## config.mk

```make
export PLATFORM = sky130hd
export DESIGN_NAME = dmtd_clk_gen_flat
export DESIGN_NICKNAME = d
export VERILOG_FILES = /design/src/rtl/dmtd_clk_gen_if.sv /design/src/rtl/dmtd_clk_gen.sv /design/src/flat_wrapper.sv
export SDC_FILE = /design/constraint.sdc
export NUM_CORES = 1
export LEC_CHECK = 0
export CORE_MARGIN = 3
export CORE_UTILIZATION = 57
export DETAILED_ROUTE_END_ITERATION = 6
export PLACE_DENSITY = 0.89
export SLEW_MARGIN = 20
export SYNTH_ARGS = -nofsm -noshare
export SYNTH_HDL_FRONTEND = slang
export SYNTH_SLANG_ARGS = --single-unit
```

## constraint.sdc

```tcl
create_clock -name clk -period 7 [get_ports clk]
set_clock_uncertainty 0.15 [all_clocks]
set_input_delay 0.7 -clock clk [delete_from_list [all_inputs] [get_ports clk]]
set_output_delay 0.7 -clock clk [all_outputs]
set_load 0.02 [all_outputs]
```

## src/rtl/dmtd_clk_gen_if.sv

```systemverilog
// dmtd_clk_gen_if: configuration handshake bundle for dmtd_clk_gen.
// The master offers a period/phase pair with cfg_valid; the generator
// (slave) accepts it whenever cfg_ready is high.
interface dmtd_clk_gen_if #(
    parameter int DIV_W = 8
);
    logic             cfg_valid;
    logic             cfg_ready;
    logic [DIV_W-1:0] cfg_period;
    logic [DIV_W-1:0] cfg_phase;

    modport master (
        output cfg_valid,
        output cfg_period,
        output cfg_phase,
        input  cfg_ready
    );

    modport slave (
        input  cfg_valid,
        input  cfg_period,
        input  cfg_phase,
        output cfg_ready
    );
endinterface

```

## src/rtl/dmtd_clk_gen.sv

```systemverilog
// dmtd_clk_gen: programmable two-phase test-clock generator feeding the
// DMTD measurement path. clk_a is a square wave of period P system clocks,
// clk_b is the same wave lagging by ph clocks, sync_pulse marks each clk_a
// period start. New period/phase settings are staged in a one-deep pending
// slot and take effect at a period boundary so clk_a is never shortened.
// Optional feature macro: DMTD_GEN_DRIFT_EN enables the drift phase walk.
module dmtd_clk_gen #(
    parameter int DIV_W      = 8,
    parameter int DEF_PERIOD = 10
) (
    input  logic                 clk,
    input  logic                 rst,
    input  logic                 enable,
    input  logic                 drift,
    dmtd_clk_gen_if.slave        cfg,
    output logic                 clk_a,
    output logic                 clk_b,
    output logic                 sync_pulse
);

    localparam logic [DIV_W-1:0] DEF_P = DIV_W'(DEF_PERIOD);
    localparam logic [DIV_W-1:0] TWO   = DIV_W'(2);
    localparam logic [DIV_W-1:0] ONE   = DIV_W'(1);

    logic [DIV_W-1:0] period_q, phase_q, cnt_a;
    logic [DIV_W-1:0] pend_p, pend_ph;
    logic             pend_v;
    logic             run_q;

    logic [DIV_W-1:0] p_new, ph_new;
    logic [DIV_W-1:0] cnt_next, period_next, phase_next, half_next;
    logic [DIV_W:0]   cnt_b_next;
    logic             accept, at_end, wrap, apply;
    logic             clk_a_next, clk_b_next, sync_next;

`ifdef DMTD_GEN_DRIFT_EN
    logic [DIV_W:0]   ph_inc;
    logic [DIV_W-1:0] ph_step;
`else
    logic             unused_drift;
    assign unused_drift = &{1'b0, drift};
`endif

    assign cfg.cfg_ready = !pend_v;

    // Next-state logic: sanitise requests, decide the period boundary,
    // pick the active setting and derive the registered outputs from it.
    always_comb begin
        p_new  = (cfg.cfg_period < TWO) ? TWO : cfg.cfg_period;
        ph_new = (cfg.cfg_phase >= p_new) ? (p_new - ONE) : cfg.cfg_phase;

        accept = cfg.cfg_valid && !pend_v;
        // at_end: last cycle of a running period; the first enabled edge
        // after a stop also starts a fresh period at count 0.
        at_end = run_q && (cnt_a == (period_q - ONE));
        wrap   = enable && (!run_q || at_end);
        apply  = pend_v && (wrap || !enable);

        cnt_next = '0;
        if (enable && !wrap) begin
            cnt_next = cnt_a + ONE;
        end

        period_next = apply ? pend_p  : period_q;
        phase_next  = apply ? pend_ph : phase_q;

`ifdef DMTD_GEN_DRIFT_EN
        ph_inc  = {1'b0, phase_q} + {1'b0, ONE};
        ph_step = (ph_inc == {1'b0, period_q}) ? '0 : ph_inc[DIV_W-1:0];
        if (!apply && enable && at_end && drift) begin
            phase_next = ph_step;
        end
`endif

        cnt_b_next = {1'b0, cnt_next} - {1'b0, phase_next};
        if (cnt_b_next[DIV_W]) begin
            cnt_b_next = cnt_b_next + {1'b0, period_next};
        end

        half_next  = period_next >> 1;
        clk_a_next = enable && (cnt_next < half_next);
        clk_b_next = enable && (cnt_b_next < {1'b0, half_next});
        sync_next  = enable && (cnt_next == '0);
    end

    // State and output registers with synchronous reset.
    always_ff @(posedge clk) begin
        if (rst) begin
            period_q   <= DEF_P;
            phase_q    <= '0;
            cnt_a      <= '0;
            run_q      <= 1'b0;
            pend_v     <= 1'b0;
            pend_p     <= DEF_P;
            pend_ph    <= '0;
            clk_a      <= 1'b0;
            clk_b      <= 1'b0;
            sync_pulse <= 1'b0;
        end else begin
            period_q   <= period_next;
            phase_q    <= phase_next;
            cnt_a      <= cnt_next;
            run_q      <= enable;
            if (apply) begin
                pend_v <= 1'b0;
            end else if (accept) begin
                pend_v  <= 1'b1;
                pend_p  <= p_new;
                pend_ph <= ph_new;
            end
            clk_a      <= clk_a_next;
            clk_b      <= clk_b_next;
            sync_pulse <= sync_next;
        end
    end

endmodule

```

## src/flat_wrapper.sv

```systemverilog
// flat-port wrapper written by rule: the top's interface ports become plain ports
module dmtd_clk_gen_flat 
#(
    parameter int DIV_W      = 8,
    parameter int DEF_PERIOD = 10
)
  (clk, rst, enable, drift, clk_a, clk_b, sync_pulse, cfg_cfg_valid, cfg_cfg_period, cfg_cfg_phase, cfg_cfg_ready);
  dmtd_clk_gen_if #(.DIV_W(DIV_W)) cfg_i ();
  input  logic clk;
  input  logic rst;
  input  logic enable;
  input  logic drift;
  output logic clk_a;
  output logic clk_b;
  output logic sync_pulse;
  input wire logic [$bits(cfg_i.cfg_valid)-1:0] cfg_cfg_valid;
  input wire logic [$bits(cfg_i.cfg_period)-1:0] cfg_cfg_period;
  input wire logic [$bits(cfg_i.cfg_phase)-1:0] cfg_cfg_phase;
  output wire logic [$bits(cfg_i.cfg_ready)-1:0] cfg_cfg_ready;
  assign cfg_i.cfg_valid = cfg_cfg_valid;
  assign cfg_i.cfg_period = cfg_cfg_period;
  assign cfg_i.cfg_phase = cfg_cfg_phase;
  assign cfg_cfg_ready = cfg_i.cfg_ready;
  dmtd_clk_gen #(.DIV_W(DIV_W), .DEF_PERIOD(DEF_PERIOD)) u_core (.clk(clk), .rst(rst), .enable(enable), .drift(drift), .cfg(cfg_i), .clk_a(clk_a), .clk_b(clk_b), .sync_pulse(sync_pulse));
endmodule
```

==> results.cfg <==
; implementation run metrics
[status]
status = completed

[clock_network]
holdBufCountCts = 0
htreeDepth = 2

[synthesis]
yosys.area.top_type = dfxtp_1
edf_count = 0
aoi_share_pct = 16.50
yosys_cells = 419
ys_warn_count = 0
syn_nets = 482
ys_sh_mux_pct = 7.403

[placement]
place_congestion = 0.9079
postPlaceCellArea_mm2 = 0.003670
dpl.cell_count = 503

[drt]
first_pass_iters = 4
avgRoutedWirePerCell_um = 15.51
final_antenna_net_count = 0
drt_iter0_drc = 163

[power_and_ir_drop]
power.density_mw_per_mm2 = 173.2

[setup_path]
cp-end-kind = flip-flop
critPathRequiredTime_ps = 7100

[grt]
grt_pass1_vias = 2943
grt_overflow = 0

[run]
cap_violations = 0

[final_layout]
final_layout_size_suffix_gt1_share_pct = 5.695

[timing]
hold_viol = 0

[floorplanning]
core_area_mm2 = 0.005642
==> state kept, by name, indices dropped and copies added (netlist names) <==
| signal | flops |
|---|---|
| u_core.clk_b | 1 |
| u_core.pend_ph | 8 |
| u_core.clk_a | 1 |
| u_core.run_q | 1 |
| u_core.pend_v | 1 |
| u_core.pend_p | 8 |
| u_core.period_q | 8 |
| u_core.phase_q | 8 |
| u_core.cnt_a | 8 |
| u_core.sync_pulse | 1 |
==> power groups by stage <==
| stage | sequential (µW) | combinational, µW | clock [µW] |
|---|---|---|---|
| after floorplan | 282 | 157 | 0 |
| after global placement | 282 | 203 | 0 |
| after detailed placement | 282 | 212 | 0 |
| after CTS | 276 | 215 | 161 |
| after global routing | 278 | 241 | 172 |
| final | 276 | 215 | 159 |
==> layout make-up <==
class	instances	area [µm²]	share of cell area, %
Inverter	32	120.1	3.198
Clock buffer	5	68.82	1.832
Clock inverter	3	17.52	0.4664
Multi-Input combinational cell	328	2306	61.39
Timing Repair Buffer	26	252.7	6.729
Tap cell	72	90.09	2.398
Sequential cell	45	900.9	23.98
==> through the flow <==
step	hold slack (ps)	util, %	setup slack (ps)
after floorplan	285.7	-	1817
after global placement	298.8	65.05	1165
after detailed placement	299.9	65.05	1072
after CTS	310.6	66.58	1003
after global routing	333.0	66.58	534.6
final	308.2	66.58	1017
==> synthesized netlist by cell type (3+ instances only) <==
master    count
a21o_1        4
mux2i_1      14
clkbuf_1     10
xnor2_1      18
a21oi_1      24
mux2i_2       4
and3_1        4
xor2_1       11
dfxtp_1      45
o21ai_0      13
a211oi_1      4
nor2_1       47
o21a_1        6
nand3_1       9
nand2_1      36
nor2b_1      11
o32ai_1       3
o211ai_1      3
mux2_2        5
ha_1         40
or3_1         4
nor3_1       22
nand2b_1      4
inv_1        32
a31oi_1       6
o22ai_1       5
==> cells in the final DEF (no fill, tap or decap), drive strengths merged, types with 9 or more instances in the layout <==
master         instances
nor2                  47
dfxtp                 45
ha                    40
nand2                 37
inv                   32
a21oi                 24
clkdlybuf4s50         23
nor3                  22
xnor2                 18
mux2i                 18
o21ai                 13
nor2b                 11
xor2                  11
nand3                  9
==> critical path: stages (launching register included) <==
cell	delay [ps]
dfxtp_1	450
inv_1	80
ha_1	260
or3_1	400
a31o_1	230
o31ai_2	290
nand2_2	340
mux2_2	400
ha_1	240
fa_1	400
nor2b_1	170
o21ai_0	90
a21oi_1	210
ha_1	310
nor2b_1	150
a31oi_1	200
nor2b_1	190
xnor2_1	70
mux2_2	260
ha_1	290
a21oi_1	130
o21ai_0	90
nand2_1	70
nand4_1	80
a211oi_1	190
o211a_1	170
==> final timing paths <==
path | endpoint | cells past startpoint | from | slack, ps
worst min register to register | u_core.pend_p[5] | 2 | u_core.pend_p[5] | 310
worst min-delay path | u_core.pend_p[5] | 2 | u_core.pend_p[5] | 310
worst max-delay path | u_core.clk_b | 25 | u_core.period_q[0] | 1020
worst max register to register | u_core.clk_b | 25 | u_core.period_q[0] | 1020
==> routing by layer <==
layer / part of all wire, % / GRT usage (%) / up-vias
li1: - / - / 1511
met1: 44 / 28.84 / 1405
met2: 49 / 40.82 / 73
met3: 4.4 / 3.770 / 22
met4: 3.0 / 8.618 / 0
met5: 0 / 0 / -
### Clock wiring as the flow saved it

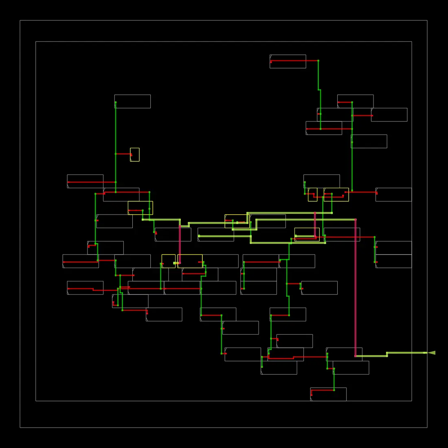
worst skew pair latency: 300 ps
clock-net power: 159 µW
CTS Buf Count: 5

### Met3 routing

Scale: 4 px per µm.
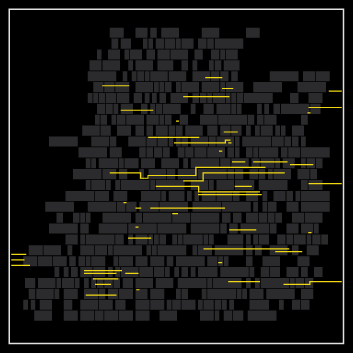
The wires run mostly horizontal. The longest straight run is 21.2 µm. The layer holds 4.4% of the routed length. 33 nets have wire on it.

### Clock distribution

Scale: 6 px per µm.
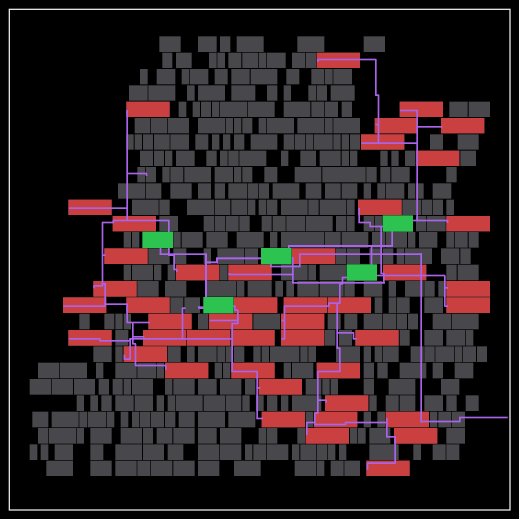
clock wires: drawn in purple, length 541 µm. clock drivers: drawn in green, count 5. flip-flops: drawn in red, count 45.
There are 6 routed clock nets.

Power figures rest on the tool's default switching activity, not on a simulated workload.
